==> src/rtl/pipe_ctrl_pkg.sv <==
// Shared types for the pipeline stall/flush sequencer.
// Holds the FSM state enum and the x0 register constant.
package pipe_ctrl_pkg;

  typedef enum logic {
    RUN,
    MDU_WAIT
  } hz_state_t;

  localparam logic [4:0] REG_ZERO = 5'd0;

endpackage

==> src/rtl/pipeline_hazard_ctrl_hazard_cmp.sv <==
// One DE source register against one stage destination.
// Ports: valid/uses/rs (DE side), rd/wb_en/is_load (stage side), match out.
module hazard_cmp
  import pipe_ctrl_pkg::*;
(
  input  logic       valid,
  input  logic       uses,
  input  logic [4:0] rs,
  input  logic [4:0] rd,
  input  logic       wb_en,
  input  logic       is_load,
  output logic       match
);

  assign match = valid & uses & (rs != REG_ZERO)
               & is_load & wb_en & (rd == rs);

endmodule

==> src/rtl/pipeline_hazard_ctrl.sv <==
// Central stall/flush sequencer for the 6-stage core.
// Ports: DE deps, EX/M1 load info, MDU, redirect, mem waits in; hold/bubble, perf counters out.
module pipeline_hazard_ctrl
  import pipe_ctrl_pkg::*;
#(
  parameter int STALL_CNT_W = 32,
  parameter int FLUSH_CNT_W = 16
) (
  input  logic                   clk,
  input  logic                   nrst,
  input  logic                   de_valid,
  input  logic [4:0]             de_rs1,
  input  logic [4:0]             de_rs2,
  input  logic                   de_uses_rs1,
  input  logic                   de_uses_rs2,
  input  logic [4:0]             ex_rd,
  input  logic [4:0]             m1_rd,
  input  logic                   ex_wb_en,
  input  logic                   m1_wb_en,
  input  logic                   ex_is_load,
  input  logic                   m1_is_load,
  input  logic                   ex_mdu_start,
  input  logic                   mdu_done,
  input  logic                   ex_redirect,
  input  logic                   imem_stall,
  input  logic                   dmem_stall,
  output logic                   pc_hold,
  output logic                   ifde_hold,
  output logic                   ifde_bubble,
  output logic                   deex_bubble,
  output logic                   ex_hold,
  output logic                   exm1_bubble,
  output logic                   back_hold,
  output logic [STALL_CNT_W-1:0] stall_cycles,
  output logic [FLUSH_CNT_W-1:0] flush_count
);

  hz_state_t state, nxt_state;
  logic redirect_pending, nxt_pend;
  logic mdu_done_seen, nxt_seen;
  logic flush_inc;

  logic h1_ex, h1_m1, h2_ex, h2_m1;
  logic haz;
  logic done_any;
  logic freeze;
  logic mdu_park;

  hazard_cmp u_cmp_rs1_ex (
    .valid(de_valid), .uses(de_uses_rs1), .rs(de_rs1),
    .rd(ex_rd), .wb_en(ex_wb_en), .is_load(ex_is_load),
    .match(h1_ex)
  );

  hazard_cmp u_cmp_rs1_m1 (
    .valid(de_valid), .uses(de_uses_rs1), .rs(de_rs1),
    .rd(m1_rd), .wb_en(m1_wb_en), .is_load(m1_is_load),
    .match(h1_m1)
  );

  hazard_cmp u_cmp_rs2_ex (
    .valid(de_valid), .uses(de_uses_rs2), .rs(de_rs2),
    .rd(ex_rd), .wb_en(ex_wb_en), .is_load(ex_is_load),
    .match(h2_ex)
  );

  hazard_cmp u_cmp_rs2_m1 (
    .valid(de_valid), .uses(de_uses_rs2), .rs(de_rs2),
    .rd(m1_rd), .wb_en(m1_wb_en), .is_load(m1_is_load),
    .match(h2_m1)
  );

  assign haz      = h1_ex | h1_m1 | h2_ex | h2_m1;
  assign done_any = mdu_done | mdu_done_seen;
  assign freeze   = dmem_stall;
  assign mdu_park = !dmem_stall
                  & ((state == RUN && ex_mdu_start && !done_any)
                  |  (state == MDU_WAIT && !done_any));

  always_comb begin
    pc_hold     = 1'b0;
    ifde_hold   = 1'b0;
    ifde_bubble = 1'b0;
    deex_bubble = 1'b0;
    ex_hold     = 1'b0;
    exm1_bubble = 1'b0;
    back_hold   = 1'b0;
    nxt_state   = state;
    nxt_pend    = redirect_pending;
    nxt_seen    = mdu_done_seen;
    flush_inc   = 1'b0;
    unique case (1'b1)
      freeze: begin
        back_hold = 1'b1;
        ex_hold   = 1'b1;
        ifde_hold = 1'b1;
        pc_hold   = 1'b1;
        // remember a done pulse that lands while EX is frozen
        if (mdu_done && (state == MDU_WAIT || ex_mdu_start))
          nxt_seen = 1'b1;
      end
      mdu_park: begin
        ex_hold     = 1'b1;
        ifde_hold   = 1'b1;
        pc_hold     = 1'b1;
        exm1_bubble = 1'b1;
        if (state == RUN) begin
          nxt_state = MDU_WAIT;
          nxt_seen  = 1'b0;
        end
      end
      default: begin
        // release cycle or zero-wait op: result advances, done consumed
        if (state == MDU_WAIT || ex_mdu_start) begin
          nxt_state = RUN;
          nxt_seen  = 1'b0;
        end
        if (ex_redirect) begin
          ifde_bubble = 1'b1;
          deex_bubble = 1'b1;
          flush_inc   = 1'b1;
          nxt_pend    = imem_stall;
        end else if (redirect_pending) begin
          // drop fetches until the redirected one returns
          ifde_bubble = 1'b1;
          if (imem_stall) pc_hold = 1'b1;
          else            nxt_pend = 1'b0;
        end else if (haz) begin
          pc_hold     = 1'b1;
          ifde_hold   = 1'b1;
          deex_bubble = 1'b1;
        end else if (imem_stall) begin
          pc_hold     = 1'b1;
          ifde_bubble = 1'b1;
        end
      end
    endcase
  end

  always_ff @(posedge clk or negedge nrst) begin
    if (!nrst) begin
      state            <= RUN;
      redirect_pending <= 1'b0;
      mdu_done_seen    <= 1'b0;
      stall_cycles     <= '0;
      flush_count      <= '0;
    end else begin
      state            <= nxt_state;
      redirect_pending <= nxt_pend;
      mdu_done_seen    <= nxt_seen;
      if (pc_hold)
        stall_cycles <= stall_cycles + STALL_CNT_W'(1);
      if (flush_inc)
        flush_count <= flush_count + FLUSH_CNT_W'(1);
    end
  end

endmodule
==> config.mk <==
export PLATFORM = sky130hd
export DESIGN_NAME = pipeline_hazard_ctrl
export DESIGN_NICKNAME = d
export VERILOG_FILES = /design/src/rtl/pipe_ctrl_pkg.sv /design/src/rtl/pipeline_hazard_ctrl_hazard_cmp.sv /design/src/rtl/pipeline_hazard_ctrl.sv
export SDC_FILE = /design/constraint.sdc
export NUM_CORES = 1
export LEC_CHECK = 0
export ABC_AREA = 1
export CORE_MARGIN = 2
export CORE_UTILIZATION = 54
export DETAILED_ROUTE_END_ITERATION = 8
export PLACE_DENSITY = 0.87
export SLEW_MARGIN = 15
export SYNTH_ARGS = -nofsm -noshare
export SYNTH_HDL_FRONTEND = slang
export SYNTH_SLANG_ARGS = --single-unit
==> constraint.sdc <==
create_clock -name clk -period 2.2 [get_ports clk]
set_input_delay 0.33 -clock clk [delete_from_list [all_inputs] [get_ports clk]]
set_output_delay 0.33 -clock clk [all_outputs]
set_load 0.02 [all_outputs]
run_1/layer_met2.png
The bar under the picture is 20 µm long.
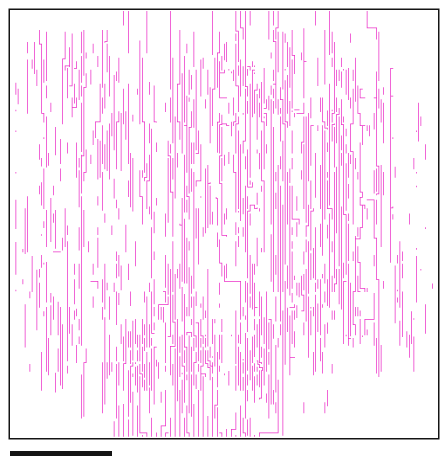
share of all routed wire: 50%
wire length on this layer: 4540 µm
nets with wire on the layer: 523
main direction: vertical
longest straight run: 38.1 µm
vias: 3495
met2 usage: 45.6%

run_1/wires.png
Only two layers are drawn.
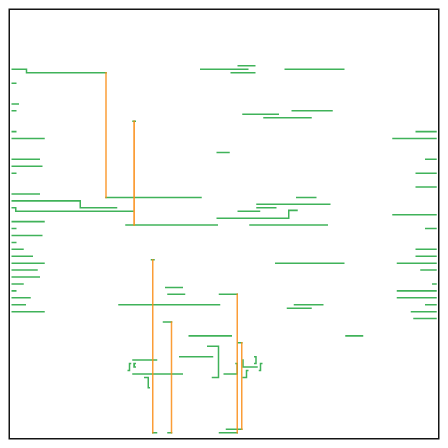
[metal 3] green | wire length: 495 µm
[metal 4] orange | wire length: 145 µm

==> GITHUB_STEP_SUMMARY <==
### Yosys + OpenROAD results

| Metric | Value |
|---|---|
| Run status | `completed` |
| Max reg flops | `32` |
| Worst-path clk slew | `0.10 ns` |
| Fin worst setup slack | `0.0452 ns` |
| Gr usage total | `25.8%` |
| Psw | `roughly 1 mW` |
| Internal reg-to-reg setup slack | `0.45 ns` |
| Antenna diode count | `0` |
| Post-route cell area | `4620 µm²` |
| Ys async rst share | `100%` |
| # H-tree levels | `2` |
| Comb power frac | `approximately 34%` |
| Met3 GRT Util | `3.86%` |
| Achievable Freq | `about 460 MHz` |
| Drt first pass iters | `5` |
| Part of the power in registers | `45.7%` |
| Worst slack, placed | `-0.459 ns` |
| Regs by FF count | `stall_cycles: 32 flops, flush_count: 16 flops` |
| DR WL/cell | `13.6 µm` |
| Adder Share, Synth | `less than 1%` |
| Register area share after synthesis | `36.9%` |
| Yosys cell count | `roughly 500` |
| Worst Hold Class | `in2async` |
| Crit-path max FO | `5` |
| Cells after DPL | `658` |
| Largest power group | `sequential cells` |
| Number of vias per cell | `between 5 and 6` |
| P_seq | `1.23 mW` |
| P_clk | `0.557 mW` |
| EDFF count, synth | `0` |
| # Max-Cap Violations | `0` |
| Setup violations, final | `0` |
| Main logic family | `simple AND/OR/NAND/NOR gates` |
| Startpoint types | `primary input` |
| Worst slew margin | `61.7%` |
| Worst path max stage delay | `0.59 ns` |
| Drc violations | `0` |
| Clock buffer depth | `2` |
| MUX share of area | `0%` |
| M1 wire length | `3.90 mm` |
| R2r worst-path depth | `9` |
| Worst path most repeated cell | `clkdlybuf4s50_1` |
| Top layer in use | `met4` |
| Setup crit start | `ex_mdu_start` |
| Die width | `84.1 µm` |
| # IOs | `89` |
| Pwr/cell area | `just under 600 nW/µm²` |
| Post-synth regs | `between 50 and 60` |
run_1/placement.png
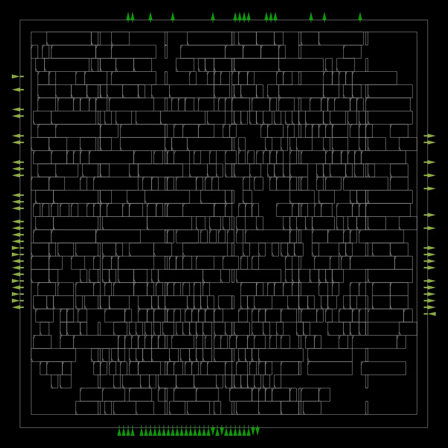
Post-Layout Cell Count: 667
core area: 6280 µm²

## run 1: final cells by class
| cell class | count | area [µm²] | share of cell area [%] |
|---|---|---|---|
| sequential | 51 | 1280 | 27.6 |
| multi-input combinational | 381 | 1970 | 42.6 |
| tap | 77 | 96.3 | 2.09 |
| clock inverter | 3 | 25.0 | 0.542 |
| inverter | 50 | 188 | 4.06 |
| timing repair buffer | 100 | 995 | 21.5 |
| clock buffer | 5 | 68.8 | 1.49 |
## run 1: repair_timing
action                                  CTS  global route
gates resized                            19            36
pin swaps                                 0             7
setup buffers                             0             1
endpoints found under the setup margin    5             4
## run 1: how the worst min path moves through the flow
| stage | to | slack, ns | cells after the start |
|---|---|---|---|
| final | stall_cycles[23] | 0.003 | 1 |
| after global routing | flush_count[14] | 0.04 | 1 |
| after CTS | stall_cycles[23] | 0.02 | 1 |
| after detailed placement | stall_cycles[23] | 0.36 | 1 |
| after global placement | stall_cycles[23] | 0.35 | 1 |
| after floorplan | flush_count[0] | 0.03 | 0 |
## run 1: cell usage after synthesis, types with 4 or more instances
library cell | count | area [µm²]
nand2_1 | 182 | 683
dfrtp_1 | 51 | 1280
nand3_1 | 50 | 250
nor2_1 | 49 | 184
inv_1 | 42 | 158
xor2_1 | 25 | 219
xnor2_1 | 18 | 158
nor3_1 | 13 | 65.1
nand4_1 | 9 | 56.3
inv_2 | 7 | 26.3
buf_2 | 6 | 30.0
nor2_2 | 4 | 25.0
## run 1: cells in the final DEF, fill, tap and decap left out, types with 9 or more instances in the layout
cell type	n
clkdlybuf4s50_1	65
nor2_2	10
dlymetal6s2s_1	15
nand4_1	9
buf_4	12
nor3_1	12
nor2_1	43
nand3_1	49
nand2_1	179
dfrtp_1	51
inv_2	13
xor2_1	25
xnor2_1	18
inv_1	36
Power figures rest on the tool's default switching activity, not on a simulated workload.
